## config.mk

```make
export PLATFORM = sky130hd
export DESIGN_NAME = mac_accum
export DESIGN_NICKNAME = d
export VERILOG_FILES = /design/src/rtl/mac_accum.sv
export SDC_FILE = /design/constraint.sdc
export NUM_CORES = 1
export LEC_CHECK = 0
export ABC_CLOCK_PERIOD_IN_PS = 2270
export CORE_ASPECT_RATIO = 0.6
export CORE_MARGIN = 2
export CORE_UTILIZATION = 35
export DETAILED_ROUTE_END_ITERATION = 10
export PLACE_DENSITY = 0.55
export SLEW_MARGIN = 20
export SYNTH_ARGS = -nofsm -noshare
export SYNTH_HDL_FRONTEND = slang
export SYNTH_SLANG_ARGS = --single-unit
export TNS_END_PERCENT = 10
```

## constraint.sdc

```tcl
create_clock -name clk -period 2.27 [get_ports clk]
set_input_delay 0.3405 -clock clk [delete_from_list [all_inputs] [get_ports clk]]
set_output_delay 0.3405 -clock clk [all_outputs]
set_load 0.05 [all_outputs]
```

## src/rtl/mac_accum.sv

```systemverilog
// Windowed multiply-accumulate stage: sums N_TERMS signed 5-bit products per result with valid/ready on both sides.
// Optional MAC_ACCUM_SAT_EN clamps each addition to the ACC_W signed range instead of wrapping.
//
// state    | meaning
// ---------+-------------------------------------------------------------
// ST_ACCUM | collecting products of the current window, no result pending
// ST_HOLD  | completed sum presented on out_sum, waiting for out_ready
module mac_accum #(
    parameter int N_TERMS = 9,
    parameter int ACC_W   = 9
) (
    input  logic             clk,
    input  logic             rst,
    input  logic             clr,
    input  logic             in_valid,
    output logic             in_ready,
    input  logic [4:0]       in_mul,
    output logic             out_valid,
    input  logic             out_ready,
    output logic [ACC_W-1:0] out_sum,
    output logic             out_ovf
);

    localparam int CNT_W = $clog2(N_TERMS);
    localparam logic [CNT_W-1:0] CNT_LAST = CNT_W'(N_TERMS - 1);

    typedef enum logic {
        ST_ACCUM,
        ST_HOLD
    } state_t;

    state_t           state_q, state_d;
    logic [ACC_W-1:0] acc_q, acc_d;
    logic [CNT_W-1:0] cnt_q, cnt_d;
    logic             ovf_q, ovf_d;
    logic [ACC_W-1:0] sum_q, sum_d;
    logic             out_ovf_q, out_ovf_d;

    logic [ACC_W:0]   add_wide;
    logic             add_oor;
    logic [ACC_W-1:0] add_res;
    logic             in_acc;

    assign in_ready  = (state_q == ST_ACCUM) | out_ready;
    assign out_valid = (state_q == ST_HOLD);
    assign in_acc    = in_valid & in_ready;
    assign out_sum   = sum_q;
    assign out_ovf   = out_ovf_q;

    // acc is zero in HOLD, so the same adder seeds the next window there.
    always_comb begin
        add_wide = {acc_q[ACC_W-1], acc_q} + {{(ACC_W - 4){in_mul[4]}}, in_mul};
        add_oor  = add_wide[ACC_W] ^ add_wide[ACC_W-1];
`ifdef MAC_ACCUM_SAT_EN
        if (add_oor) begin
            add_res = add_wide[ACC_W] ? {1'b1, {(ACC_W - 1){1'b0}}}
                                      : {1'b0, {(ACC_W - 1){1'b1}}};
        end else begin
            add_res = add_wide[ACC_W-1:0];
        end
`else
        add_res = add_wide[ACC_W-1:0];
`endif
    end

    always_comb begin
        state_d   = state_q;
        acc_d     = acc_q;
        cnt_d     = cnt_q;
        ovf_d     = ovf_q;
        sum_d     = sum_q;
        out_ovf_d = out_ovf_q;

        if (clr) begin
            state_d   = ST_ACCUM;
            acc_d     = '0;
            cnt_d     = '0;
            ovf_d     = 1'b0;
            sum_d     = '0;
            out_ovf_d = 1'b0;
        end else if (in_acc) begin
            if (cnt_q == CNT_LAST) begin
                state_d   = ST_HOLD;
                sum_d     = add_res;
                out_ovf_d = ovf_q | add_oor;
                acc_d     = '0;
                cnt_d     = '0;
                ovf_d     = 1'b0;
            end else begin
                // in HOLD an input accept implies the output was taken too
                state_d = ST_ACCUM;
                acc_d   = add_res;
                cnt_d   = cnt_q + CNT_W'(1);
                ovf_d   = ovf_q | add_oor;
            end
        end else if ((state_q == ST_HOLD) && out_ready) begin
            state_d = ST_ACCUM;
        end
    end

    always_ff @(posedge clk or posedge rst) begin
        if (rst) begin
            state_q   <= ST_ACCUM;
            acc_q     <= '0;
            cnt_q     <= '0;
            ovf_q     <= 1'b0;
            sum_q     <= '0;
            out_ovf_q <= 1'b0;
        end else begin
            state_q   <= state_d;
            acc_q     <= acc_d;
            cnt_q     <= cnt_d;
            ovf_q     <= ovf_d;
            sum_q     <= sum_d;
            out_ovf_q <= out_ovf_d;
        end
    end

endmodule

```

Routed metal, one colour a layer:
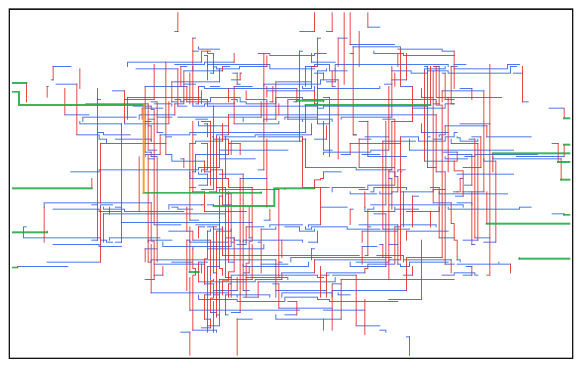
met1: shown in blue, wire length 1850 um. met2: shown in red, wire length 1480 um. met3: shown in green, wire length 142 um. met4: shown in orange, wire length 13.6 um.

Register map, names as in the netlist:
Other sequential cells in the stronger grey, the rest of the logic in the fainter grey.
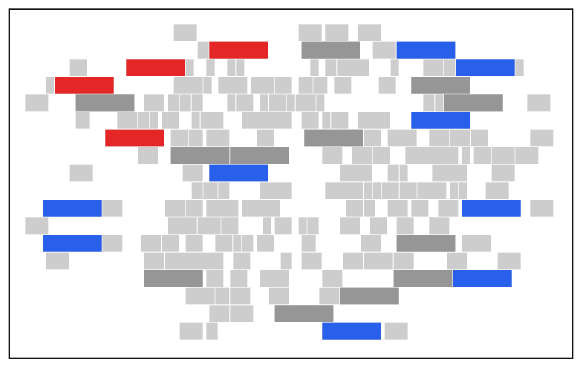
`cnt_q`: shown in red, flops 4, where top left. `out_sum`: shown in blue, flops 9, where all over the die.
Another 12 sequential cells are not coloured.

Clock network drawn from the DEF:
The bar under the picture is 20 um long.
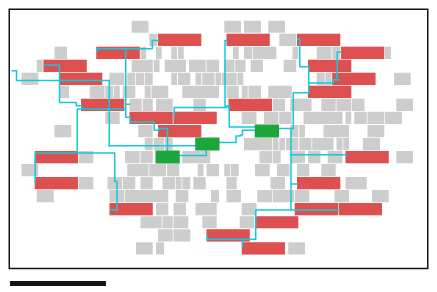
clock wires: shown in cyan, length 354 um. cells driving clock nets: shown in green, count 3. flip-flops: shown in red, count 25.
There are 4 routed clock nets.

M3 wires:
The bar under the picture is 20 um long.
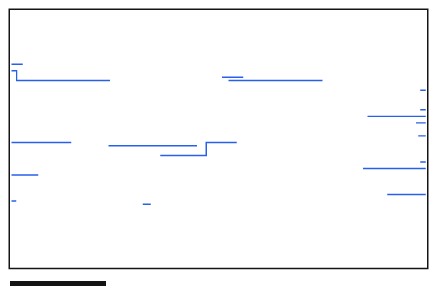
The wires run mostly horizontal. The longest straight run is 19.3 um. The layer holds 4.1% of the routed length. 17 nets have wire on it. The layer carries 142 um of wire.

==> flow_summary.html <==
<h2>Implementation results</h2>
<table>
<tr><th>Metric</th><th>Value</th></tr>
<tr><th colspan="2">Setup path</th></tr>
<tr><td>Kind of cell with the highest combined delay on the critical path</td><td>AND-OR/OR-AND gates</td></tr>
<tr><td>Crit path launch type</td><td>primary input</td></tr>
<tr><td>R2r worst-path depth</td><td>9</td></tr>
<tr><td>Critical path peak fanout</td><td>5</td></tr>
<tr><td>Crit-path max cell delay</td><td>roughly 0.66 ns</td></tr>
<tr><td>Required time of the critical path</td><td>around 2.4 ns</td></tr>
<tr><th colspan="2">Final layout</th></tr>
<tr><td>Total non-filler cell area in the finished layout</td><td>a little under 2000 um^2</td></tr>
<tr><td>Share of cells above drive strength 1</td><td>approximately a quarter</td></tr>
<tr><th colspan="2">Run status</th></tr>
<tr><td>Status</td><td>completed</td></tr>
<tr><th colspan="2">Place</th></tr>
<tr><td>Worst setup slack after placement</td><td>-0.214 ns</td></tr>
<tr><td>Final RePlAce weighted congestion</td><td>roughly 0.84</td></tr>
<tr><th colspan="2">Yosys</th></tr>
<tr><td>Simple-gate area share of the yosys netlist</td><td>about 13%</td></tr>
<tr><td>Per-instance average area after synthesis</td><td>10.8 um^2</td></tr>
<tr><td>Async set or reset register ratio after synthesis</td><td>100%</td></tr>
<tr><td>Compound-Gate Fraction of Synth Area</td><td>22.4%</td></tr>
<tr><td>Dominant cell area share</td><td>43.2%</td></tr>
<tr><td>Distinct cells, synth</td><td>~40</td></tr>
<tr><th colspan="2">Run</th></tr>
<tr><td>Number of logged tool warnings</td><td>27</td></tr>
<tr><th colspan="2">Pwr</th></tr>
<tr><td>Overall Power</td><td>around 0.0012 W</td></tr>
<tr><td>Seq. pwr</td><td>0.000500 W</td></tr>
<tr><th colspan="2">Global route</th></tr>
<tr><td>Leftover overflow at the end of global routing</td><td>0</td></tr>
<tr><th colspan="2">CTS</th></tr>
<tr><td>Clock input transition at the sequential cells of the worst setup and hold paths</td><td>about 0.090 ns</td></tr>
<tr><td>Number of levels in the clock H-tree</td><td>1</td></tr>
<tr><td>Resized cells post-CTS</td><td>0</td></tr>
<tr><th colspan="2">Floorplan</th></tr>
<tr><td>Tapcells</td><td>around 50</td></tr>
<tr><td>Die W</td><td>between 80 and 90 um</td></tr>
<tr><th colspan="2">Detailed routing</th></tr>
<tr><td>Antenna violation net count after detailed routing</td><td>0</td></tr>
</table>
==> worst register-to-register path, delay by kind of cell, from the launching register on <==
| family | cells | cell delay [ns] |
|---|---|---|
| adders and majority gates | 2 | 0.53 |
| and+or+nand+nor | 2 | 0.35 |
| AOI/OAI and AO/OA | 3 | 0.44 |
| buffers and inverters | 2 | 0.19 |
| DFF | 1 | 0.38 |
==> layer usage <==
layer	part of all wire (%)	vias up	track usage (%)
li1	-	567	-
met1	53	562	23.8
met2	43	22	22.5
met3	4.0	2	4.29
met4	0.37	0	3.91
met5	0	-	0
==> state kept, by name (all words and copies together), names as in the netlist <==
signal / count
out_sum: 9
out_valid: 1
cnt_q: 4
ovf_q: 1
acc_q: 9
out_ovf: 1
No activity file was given, so power comes from the tool's default toggle rates.
